Track usage over the die:
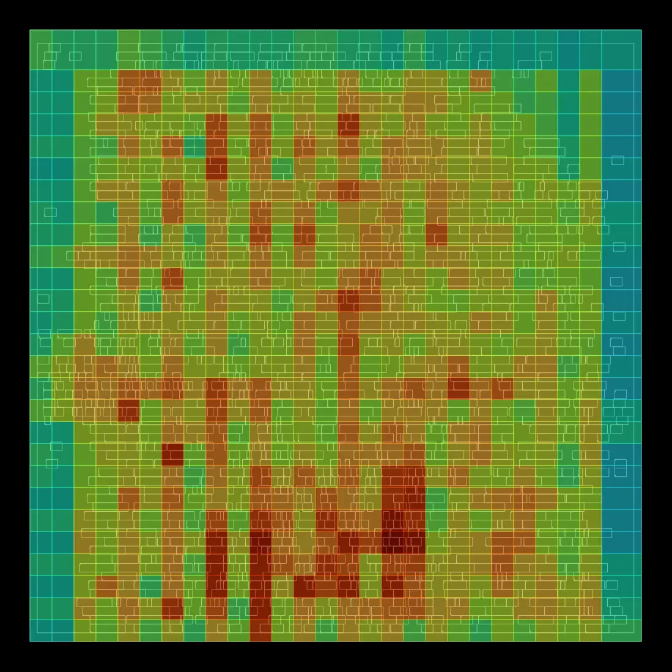
Signal wires on met4:
Scale: 2 px per um. Supply wires on this layer in gray.
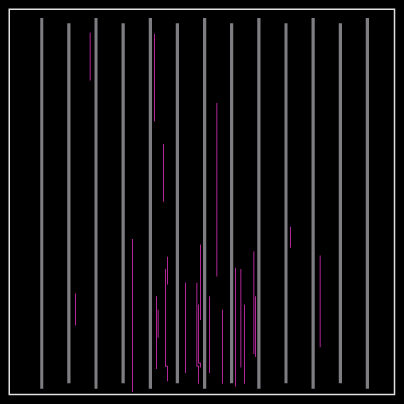
**src/rtl/p_if_prefetch_pkg.sv**
```systemverilog
// Shared definitions for the instruction-fetch stage: FSM encoding and default sizing.
package p_if_prefetch_pkg;

    typedef enum logic {
        IF_IDLE  = 1'b0,
        IF_FETCH = 1'b1
    } if_state_t;

    localparam int DEFAULT_INST_BYTES  = 4;
    localparam int DEFAULT_QUEUE_DEPTH = 4;

endpackage

```
**src/rtl/p_if_prefetch_queue.sv**
```systemverilog
// Synchronous FIFO with flush and a registered head entry, so consumers see no
// combinational path from pop to the head data.
module fetch_queue #(
    parameter int W     = 64,
    parameter int DEPTH = 4
) (
    input  logic                     clk_in,
    input  logic                     rst_in,
    input  logic                     flush,
    input  logic                     push,
    input  logic [W-1:0]             push_data,
    input  logic                     pop,
    output logic [W-1:0]             head_data,
    output logic                     head_valid,
    output logic                     full,
    output logic                     empty,
    output logic [$clog2(DEPTH):0]   count
);

    localparam int AW = $clog2(DEPTH);
    localparam int CW = AW + 1;

    logic [W-1:0]  mem [DEPTH];
    logic [AW-1:0] rd_ptr, wr_ptr, rd_inc;
    logic [CW-1:0] count_d;
    logic [W-1:0]  head_d;
    logic          push_ok, pop_ok;

    assign full    = (count == CW'(DEPTH));
    assign empty   = (count == '0);
    assign pop_ok  = pop && !empty;
    assign push_ok = push && (!full || pop_ok);
    assign rd_inc  = rd_ptr + AW'(1);
    assign count_d = count + CW'(push_ok) - CW'(pop_ok);

    // Next head: the entry behind the popped one, or the pushed word when it
    // becomes the only entry.
    always_comb begin
        head_d = head_data;
        if (pop_ok) begin
            if (count > CW'(1)) head_d = mem[rd_inc];
            else if (push_ok)   head_d = push_data;
        end else if (push_ok && empty) begin
            head_d = push_data;
        end
    end

    always_ff @(posedge clk_in) begin
        if (!rst_in) begin
            rd_ptr     <= '0;
            wr_ptr     <= '0;
            count      <= '0;
            head_data  <= '0;
            head_valid <= 1'b0;
        end else if (flush) begin
            rd_ptr     <= '0;
            wr_ptr     <= '0;
            count      <= '0;
            head_valid <= 1'b0;
        end else begin
            if (push_ok) begin
                mem[wr_ptr] <= push_data;
                wr_ptr      <= wr_ptr + AW'(1);
            end
            if (pop_ok) rd_ptr <= rd_inc;
            count      <= count_d;
            head_data  <= head_d;
            head_valid <= (count_d != '0);
        end
    end

endmodule

```
**src/rtl/p_if_prefetch.sv**
```systemverilog
// Instruction fetch stage: assembles instructions from a byte-wide read port and
// buffers them in a prefetch queue for decode; flushes and redirects on jumps.
module p_if_prefetch
    import p_if_prefetch_pkg::*;
#(
    parameter int               XLEN        = 32,
    parameter int               INST_BYTES  = DEFAULT_INST_BYTES,
    parameter int               QUEUE_DEPTH = DEFAULT_QUEUE_DEPTH,
    parameter int               BIG_ENDIAN  = 0,
    parameter logic [XLEN-1:0]  RESET_PC    = '0
) (
    input  logic                     clk_in,
    input  logic                     rst_in,
    input  logic                     rdy_in,
    input  logic                     jump_in,
    input  logic [XLEN-1:0]          jump_addr,
    output logic [XLEN-1:0]          mem_addr,
    output logic                     mem_re,
    input  logic                     mem_busy,
    input  logic [7:0]               mem_din,
    output logic                     inst_valid,
    output logic [8*INST_BYTES-1:0]  inst,
    output logic [XLEN-1:0]          inst_pc,
    input  logic                     id_ready,
    output if_state_t                dbg_state
);

    localparam int              IW        = 8 * INST_BYTES;
    localparam int              CW        = (INST_BYTES > 1) ? $clog2(INST_BYTES) : 1;
    localparam int              CQ        = $clog2(QUEUE_DEPTH) + 1;
    localparam int              QW        = CQ + 1;
    localparam logic [QW-1:0]   DEPTH_Q   = QW'(QUEUE_DEPTH);
    localparam logic [CW-1:0]   LAST_LANE = CW'(INST_BYTES - 1);

    if_state_t                     state_q, state_d;
    logic [XLEN-1:0]               fetch_pc, asm_pc;
    logic [CW-1:0]                 byte_cnt, cap_lane;
    logic                          cap_pending, cap_last, discard, done_pending;
    logic [INST_BYTES-1:0][7:0]    asm_q, asm_next;
    logic [IW-1:0]                 push_inst;
    logic [IW+XLEN-1:0]            head;
    logic [CQ-1:0]                 fifo_count;
    logic [QW-1:0]                 occ;
    logic q_full, q_empty, jump, accept, last_req, inflight, slot_free, cont_free;
    logic cap_valid, cap_done, push, pop;

    // Handshake: decode takes the head when inst_valid && id_ready at a rising
    // edge; inst_valid never depends on id_ready within the same cycle.
    assign jump      = jump_in && rdy_in;
    assign accept    = mem_re && !mem_busy;
    assign last_req  = (byte_cnt == LAST_LANE);
    assign cap_valid = cap_pending && !discard;
    assign cap_done  = cap_valid && cap_last;
    assign inflight  = cap_done || done_pending;
    assign occ       = QW'(fifo_count) + QW'(inflight);
    assign slot_free = occ < DEPTH_Q;
    assign cont_free = (occ + QW'(1)) < DEPTH_Q;
    assign push      = !jump && rdy_in && !q_full && inflight;
    assign pop       = !jump && rdy_in && !q_empty && id_ready;
    assign inst      = head[IW+XLEN-1:XLEN];
    assign inst_pc   = head[XLEN-1:0];

    always_ff @(posedge clk_in) begin
        if (!rst_in) state_q <= IF_IDLE;
        else         state_q <= state_d;
    end

    always_comb begin
        state_d = state_q;
        if (jump)                    state_d = IF_FETCH;
        else if (accept && last_req) state_d = cont_free ? IF_FETCH : IF_IDLE;
        else if (accept)             state_d = IF_FETCH;
    end

    // IDLE issues byte 0 itself once a slot is free, so no bubble on entry.
    always_comb begin
        mem_re    = rst_in && rdy_in && ((state_q == IF_FETCH) || slot_free);
        mem_addr  = fetch_pc + XLEN'(byte_cnt);
        dbg_state = state_q;
    end

    always_comb begin
        asm_next = asm_q;
        if (cap_valid) asm_next[cap_lane] = mem_din;
    end

    always_comb begin
        push_inst = asm_next;
        if (BIG_ENDIAN != 0) begin
            for (int k = 0; k < INST_BYTES; k++) push_inst[8*(INST_BYTES-1-k) +: 8] = asm_next[k];
        end
    end

    always_ff @(posedge clk_in) begin
        if (!rst_in) begin
            fetch_pc     <= RESET_PC;
            asm_pc       <= '0;
            byte_cnt     <= '0;
            cap_pending  <= 1'b0;
            cap_lane     <= '0;
            cap_last     <= 1'b0;
            discard      <= 1'b0;
            done_pending <= 1'b0;
            asm_q        <= '0;
        end else begin
            // A byte owed from last cycle lands even while rdy_in is low.
            cap_pending <= accept;
            cap_lane    <= byte_cnt;
            cap_last    <= last_req;
            discard     <= jump;
            asm_q       <= asm_next;
            if (jump || push) done_pending <= 1'b0;
            else if (cap_done) done_pending <= 1'b1;
            if (jump) begin
                fetch_pc <= jump_addr;
                byte_cnt <= '0;
            end else if (accept) begin
                if (byte_cnt == '0) asm_pc <= fetch_pc;
                if (last_req) begin
                    byte_cnt <= '0;
                    fetch_pc <= fetch_pc + XLEN'(INST_BYTES);
                end else begin
                    byte_cnt <= byte_cnt + CW'(1);
                end
            end
        end
    end

    fetch_queue #(
        .W     (IW + XLEN),
        .DEPTH (QUEUE_DEPTH)
    ) u_queue (
        .clk_in     (clk_in),
        .rst_in     (rst_in),
        .flush      (jump),
        .push       (push),
        .push_data  ({push_inst, asm_pc}),
        .pop        (pop),
        .head_data  (head),
        .head_valid (inst_valid),
        .full       (q_full),
        .empty      (q_empty),
        .count      (fifo_count)
    );

endmodule

```
**config.mk**
```make
export PLATFORM = sky130hd
export DESIGN_NAME = p_if_prefetch
export DESIGN_NICKNAME = d
export VERILOG_FILES = /design/src/rtl/p_if_prefetch_pkg.sv /design/src/rtl/p_if_prefetch_queue.sv /design/src/rtl/p_if_prefetch.sv
export SDC_FILE = /design/constraint.sdc
export NUM_CORES = 1
export LEC_CHECK = 0
export CAP_MARGIN = 20
export CORE_MARGIN = 2
export CORE_UTILIZATION = 50
export DETAILED_ROUTE_END_ITERATION = 7
export PLACE_DENSITY = 0.7
export SYNTH_ARGS = -nofsm -noshare
export SYNTH_HDL_FRONTEND = slang
export SYNTH_SLANG_ARGS = --single-unit
export TNS_END_PERCENT = 5
```
**constraint.sdc**
```tcl
create_clock -name clk_in -period 7.8 [get_ports clk_in]
set_input_delay 1.56 -clock clk_in [delete_from_list [all_inputs] [get_ports clk_in]]
set_output_delay 1.56 -clock clk_in [all_outputs]
set_load 0.05 [all_outputs]
```
==> impl_metrics.toml <==
# synthesis and place-and-route metrics
[power_and_ir_drop]
power_density_mw_per_mm2 = 218
p_total_mw = 4.52
ir_worst_vdd_mv = 0.135

[floorplanning]
core_mm2 = 0.0346
fp_util_pct = 51.0
rows = 68
die_h_um = 192
dieArea_mm2 = 0.0368

[route]
via_per_inst = 5.68
dr.first_iter.drc_count = 578
ant_nets = 0

[sta]
fmax_mhz = 193
tns_ps = 0
hold_viol = 0
setup_ws_ps = 2630
fin_skew_ps = 21.1
min_period_over_period_pct = 66.3

[global_routing]
grt_pass1_wl_um = 59500
overflow = 0
grt_usage_pct = 21.1

[logic_synthesis]
async_flop_share_pct = 0
synth_flops = 433
synthFlopType = "edfxtp_1"
synthCells = 1233
edf_count = 256
avgSynthCellArea_um2 = 14.3
top_cells_by_area = "edfxtp_1 (44%), dfxtp_1 (20%), mux4_2 (8.2%)"
yosysWarnings = 0
netlist_area_mm2 = 0.0177
most_common_cell = "edfxtp_1"

[clock_network]
clk_root_buffer_cell = "clkbuf_16"
clkLatencyLatePin_ps = 550
cts_resized = 0
ctsHtreeMaxLevel = 2
clockBufferDepth = 3
cts_setup_buffers = 0
postCtsHoldBufs = 0
clkTransAtPathRegs_ps = 60

[cells_and_area]
final_area_mm2 = 0.0207
layout.nets = 1417

[placement]
place.port_buffers = 144
gp_congestion = 0.865
dp_slack_ps = 2810

[status]
status = "finished, final reports clean"

[setup_path]
crit_type = "reg2out"

[run]
warnings = 32
-- 'track usage over the die' (at the start) --
Global Route met1 Usage: 28.9%
Final Util: 59.8%
routed length per instance: 20.7 um
met3 Usage GRT: 3.42%
M2 GR Usage: 34.8%

-- 'signal wires on met4' (at the start) --
wire length on this layer: 919 um
longest straight run: 86.4 um
nets with wire on the layer: 17
main direction: vertical
share of all routed wire: 2.4%
DRT Wirelength: 38200 um
total number of vias: 10457

==> cell families (layout without fill, tap and decap cells) <==
group / count (synthesis) / after routing / synth area share [%]
simple gates: 289 / 289 / 8.36
buf+inv: 104 / 258 / 2.79
compound gates: 138 / 138 / 5.27
fa+ha+maj: 18 / 18 / 1.36
xor+xnor: 56 / 56 / 2.78
flops: 433 / 433 / 63.6
mux: 195 / 195 / 15.8
==> worst max-delay path: stages (launching register included) <==
cell and delay, ps:
dfxtp_1 470, and3_1 230, nand3_1 360, or3_1 600, nor3_1 260, xor2_1 310, clkdlybuf4s50_1 870
==> cell usage in the layout, fill, tap and decap left out, types with 16 or more instances in the layout <==
| cell type | synthesis | final |
|---|---|---|
| o21ai_0 | 27 | 27 |
| nor2_1 | 129 | 129 |
| nand2_1 | 27 | 26 |
| a211oi_1 | 70 | 70 |
| xnor2_1 | 32 | 32 |
| ha_1 | 16 | 16 |
| and2_1 | 40 | 40 |
| dfxtp_1 | 177 | 175 |
| inv_1 | 18 | 18 |
| mux2i_1 | 99 | 99 |
| clkdlybuf4s50_1 | 0 | 143 |
| nor3_1 | 18 | 18 |
| buf_4 | 6 | 16 |
| mux4_2 | 64 | 64 |
| edfxtp_1 | 256 | 256 |
| mux2_2 | 32 | 32 |
| clkbuf_16 | 0 | 44 |
| a21oi_1 | 25 | 25 |
| xor2_1 | 24 | 24 |
| clkbuf_1 | 36 | 23 |
==> worst paths after layout <==
kind | from | to | slack, ps | cells past startpoint
setup / recovery | fetch_pc[2]$_SDFFE_PN0P_ | mem_addr[31] | 2630 | 6
hold / removal | fetch_pc[0]$_SDFFE_PN0P_ | fetch_pc[0]$_SDFFE_PN0P_ | 490 | 2
setup reg to reg | u_queue.count[2]$_SDFF_PP0_ | u_queue.head_data[3]$_SDFFE_PN0P_ | 4260 | 8
hold reg to reg | fetch_pc[0]$_SDFFE_PN0P_ | fetch_pc[0]$_SDFFE_PN0P_ | 490 | 2
==> per-layer routing <==
metal | GRT usage [%] | part of all wire (%)
met2 | 34.8 | 49
met5 | 0 | 0
met1 | 28.9 | 44
met4 | 6.51 | 2.4
met3 | 3.42 | 4.8
==> registers in the layout, indices dropped and copies added (netlist names) <==
| signal | flops |
|---|---|
| byte_cnt | 2 |
| u_queue.head_data | 64 |
| u_queue.head_valid | 1 |
| done_pending | 1 |
| u_queue.rd_ptr | 2 |
| discard | 1 |
| u_queue.count | 3 |
| asm_q | 32 |
| cap_lane | 2 |
| fetch_pc | 32 |
| u_queue.wr_ptr | 2 |
| cap_pending | 1 |
| cap_last | 1 |
| asm_pc | 32 |
| u_queue.mem | 256 |
| dbg_state | 1 |
==> final cells by class <==
type | instances | area (um^2)
Clock inverter | 8 | 57.6
Tap cell | 455 | 569
Multi-Input combinational cell | 696 | 5970
Timing Repair Buffer | 160 | 1560
Clock buffer | 71 | 1240
Inverter | 19 | 72.6
Fill cell | 2677 | 13900
Sequential cell | 433 | 11200
==> where the power goes <==
group	switching, mW	total (mW)	internal, mW	leakage, nW
registers	0.0268	2.44	2.41	3.63
logic	0.104	0.170	0.0657	2.39
clock network	0.822	1.91	1.08	0.628
total	0.953	4.52	3.56	6.64
No activity file was given, so power comes from the tool's default toggle rates.
